File: src/rtl/microwave_timer.sv
// Microwave countdown core: BCD keypad entry, 1 Hz countdown, magnetron enable.
// Outputs are registered; one event per cycle acts, chosen by a fixed priority.
module microwave_timer #(
    parameter int unsigned MAX_MIN = 9
) (
    input  logic       clk,
    input  logic       rst_n,
    input  logic       tick_1hz,
    input  logic       key_valid,
    input  logic [3:0] key_value,
    input  logic       start,
    input  logic       stop_clear,
    input  logic       door_closed,
    output logic [3:0] bmin,
    output logic [3:0] bsec_tens,
    output logic [3:0] bsec_ones,
    output logic       mag_on,
    output logic       done,
    output logic [1:0] state_o
);

    typedef enum logic [1:0] {
        IDLE  = 2'b00,
        RUN   = 2'b01,
        PAUSE = 2'b10,
        DONE  = 2'b11
    } state_t;

    localparam logic [3:0] MAX_MIN_L = 4'(MAX_MIN);

    state_t     state_q, state_d;
    logic [3:0] bmin_q, bmin_d;
    logic [3:0] tens_q, tens_d;
    logic [3:0] ones_q, ones_d;
    logic       mag_q, mag_d;
    logic       done_q, done_d;

    logic        key_ok_s;
    logic        shift_ok_s;
    logic        time_zero_s;
    logic [11:0] dec_s;

    // One-second BCD decrement of {minutes, tens, ones} with borrow chain.
    function automatic logic [11:0] bcd_dec(input logic [3:0] m, input logic [3:0] t,
                                            input logic [3:0] o);
        logic [3:0] mm;
        logic [3:0] tt;
        logic [3:0] oo;
        mm = m;
        tt = t;
        oo = o;
        if (o != 4'd0) begin
            oo = o - 4'd1;
        end else begin
            oo = 4'd9;
            if (t != 4'd0) begin
                tt = t - 4'd1;
            end else begin
                tt = 4'd5;
                mm = m - 4'd1;
            end
        end
        return {mm, tt, oo};
    endfunction

    assign key_ok_s    = key_valid && (key_value <= 4'd9);
    assign shift_ok_s  = (ones_q <= 4'd5) && (tens_q <= MAX_MIN_L);
    assign time_zero_s = (bmin_q == 4'd0) && (tens_q == 4'd0) && (ones_q == 4'd0);
    assign dec_s       = bcd_dec(bmin_q, tens_q, ones_q);

    // Next-state and next-digit selection, highest-priority applicable event wins.
    always_comb begin
        state_d = state_q;
        bmin_d  = bmin_q;
        tens_d  = tens_q;
        ones_d  = ones_q;
        done_d  = 1'b0;
        case (state_q)
            IDLE: begin
                if (stop_clear) begin
                    bmin_d = 4'd0;
                    tens_d = 4'd0;
                    ones_d = 4'd0;
                end else if (start && door_closed && !time_zero_s) begin
                    state_d = RUN;
                end else if (key_ok_s && shift_ok_s) begin
                    bmin_d = tens_q;
                    tens_d = ones_q;
                    ones_d = key_value;
                end else begin
                    state_d = IDLE;
                end
            end
            RUN: begin
                if (stop_clear || !door_closed) begin
                    state_d = PAUSE;
                end else if (tick_1hz) begin
                    bmin_d = dec_s[11:8];
                    tens_d = dec_s[7:4];
                    ones_d = dec_s[3:0];
                    if (dec_s == 12'd0) begin
                        state_d = DONE;
                        done_d  = 1'b1;
                    end else begin
                        state_d = RUN;
                    end
                end else begin
                    state_d = RUN;
                end
            end
            PAUSE: begin
                if (stop_clear) begin
                    state_d = IDLE;
                    bmin_d  = 4'd0;
                    tens_d  = 4'd0;
                    ones_d  = 4'd0;
                end else if (start && door_closed) begin
                    state_d = RUN;
                end else begin
                    state_d = PAUSE;
                end
            end
            DONE: begin
                // Digits are already 0:00 here, so a key simply becomes the ones digit.
                if (stop_clear) begin
                    state_d = IDLE;
                end else if (key_ok_s) begin
                    state_d = IDLE;
                    ones_d  = key_value;
                end else begin
                    state_d = DONE;
                end
            end
            default: begin
                state_d = IDLE;
                bmin_d  = 4'd0;
                tens_d  = 4'd0;
                ones_d  = 4'd0;
            end
        endcase
        mag_d = (state_d == RUN);
    end

    // State and output registers with asynchronous reset.
    always_ff @(posedge clk or negedge rst_n) begin
        if (!rst_n) begin
            state_q <= IDLE;
            bmin_q  <= 4'd0;
            tens_q  <= 4'd0;
            ones_q  <= 4'd0;
            mag_q   <= 1'b0;
            done_q  <= 1'b0;
        end else begin
            state_q <= state_d;
            bmin_q  <= bmin_d;
            tens_q  <= tens_d;
            ones_q  <= ones_d;
            mag_q   <= mag_d;
            done_q  <= done_d;
        end
    end

    assign bmin      = bmin_q;
    assign bsec_tens = tens_q;
    assign bsec_ones = ones_q;
    assign mag_on    = mag_q;
    assign done      = done_q;
    assign state_o   = state_q;

endmodule

File: config.mk
export PLATFORM = sky130hd
export DESIGN_NAME = microwave_timer
export DESIGN_NICKNAME = d
export VERILOG_FILES = /design/src/rtl/microwave_timer.sv
export SDC_FILE = /design/constraint.sdc
export NUM_CORES = 1
export LEC_CHECK = 0
export CORE_UTILIZATION = 45
export DETAILED_ROUTE_END_ITERATION = 10
export GPL_TIMING_DRIVEN = 0
export HOLD_SLACK_MARGIN = 0.02
export PLACE_DENSITY = 0.77
export SLEW_MARGIN = 0
export SYNTH_ARGS = -nofsm -noshare
export SYNTH_HDL_FRONTEND = slang
export SYNTH_SLANG_ARGS = --single-unit
File: constraint.sdc
create_clock -name clk -period 4.41 [get_ports clk]
set_clock_uncertainty 0.1 [all_clocks]
set_input_delay 1.1025 -clock clk [delete_from_list [all_inputs] [get_ports clk]]
set_output_delay 1.1025 -clock clk [all_outputs]
set_load 0.01 [all_outputs]
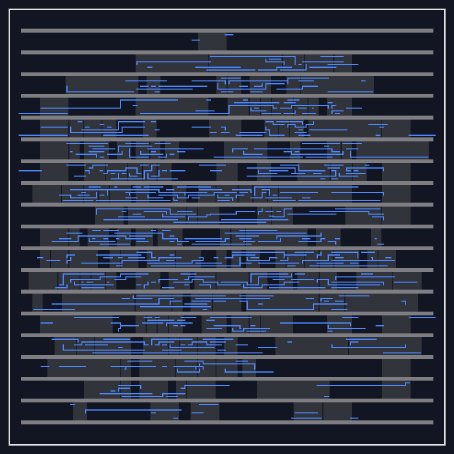
m1.png
Scale: 8 px per um. Supply wires on this layer in gray.
The layer holds 45% of the routed length. 163 nets have wire on it. The longest straight run is 21.2 um. The wires run mostly horizontal.

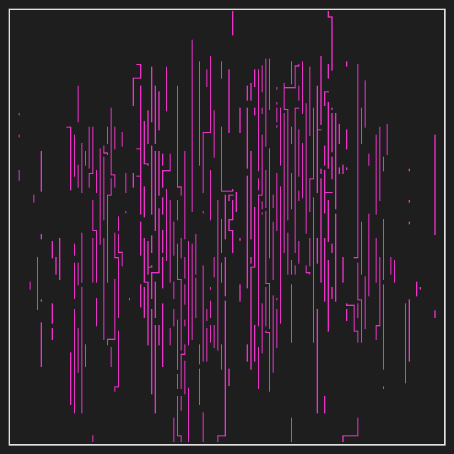
m2.png
Scale: 8 px per um.
The longest straight run is 24.1 um. 160 nets have wire on it. The layer holds 48% of the routed length. The layer carries 1,530 um of wire. The wires run mostly vertical.
via count: 1,257
met2 Usage GRT: 40.4%
Post-Route WL: 3.16 mm

==> run_results.csv <==
group,metric,value,unit
cells_and_area,n_all_inverters,10,
critical_path,path_class,"in -> reg",
clock_tree,htreeDepth,1,
clock_tree,numCtsBuffers,3,
power,swShare,47.9,%
status,status,"completed",
clock_tree,cts_max_path_buffers,2,
sta,finalSetupTns,0,ns
global_routing,grt_pass1_vias,1197,
routing,wl_met1,1.41,mm
clock_tree,cts-resized-gates,0,
global_routing,gr-total-overflow,0,
power,p_switching,473,uW
routing,via_per_inst,6.22,
cells_and_area,nonClkBufAreaFrac,18.7,%
clock_tree,clk_pin_slew,0.09,ns
logic_synthesis,async_reset_ff_share,100,%
power,vdd_ir_drop_max,0.373,mV
floorplanning,core-area,0.00252,mm2
sta,hold_slack,0.481,ns
placed_design,portBuffers,25,
critical_path,cp_slowest_cell,"a21oi_1",
logic_synthesis,synth-seq-cells,16,
clock_tree,cts_tree,"yes",
kinds of logic after synthesis:
kind of cell / count (synthesis)
compound gates: 57
simple gates: 48
buf+inv: 16
flops: 16
fa+ha+maj: 6
mux: 1
final timing paths:
check	start	to	cells after the start
worst max-delay path	tick_1hz	bmin[0]$_DFFE_PN0P_	6
worst min-delay path	bmin[3]$_DFFE_PN0P_	bmin[3]$_DFFE_PN0P_	2
worst max register to register	state_o[1]$_DFF_PN0_	bmin[0]$_DFFE_PN0P_	7
worst min register to register	bmin[3]$_DFFE_PN0P_	bmin[3]$_DFFE_PN0P_	2
max in group asynchronous	rst_n	state_o[1]$_DFF_PN0_	1
min in group asynchronous	rst_n	bsec_tens[0]$_DFFE_PN0P_	1
Power figures rest on the tool's default switching activity, not on a simulated workload.
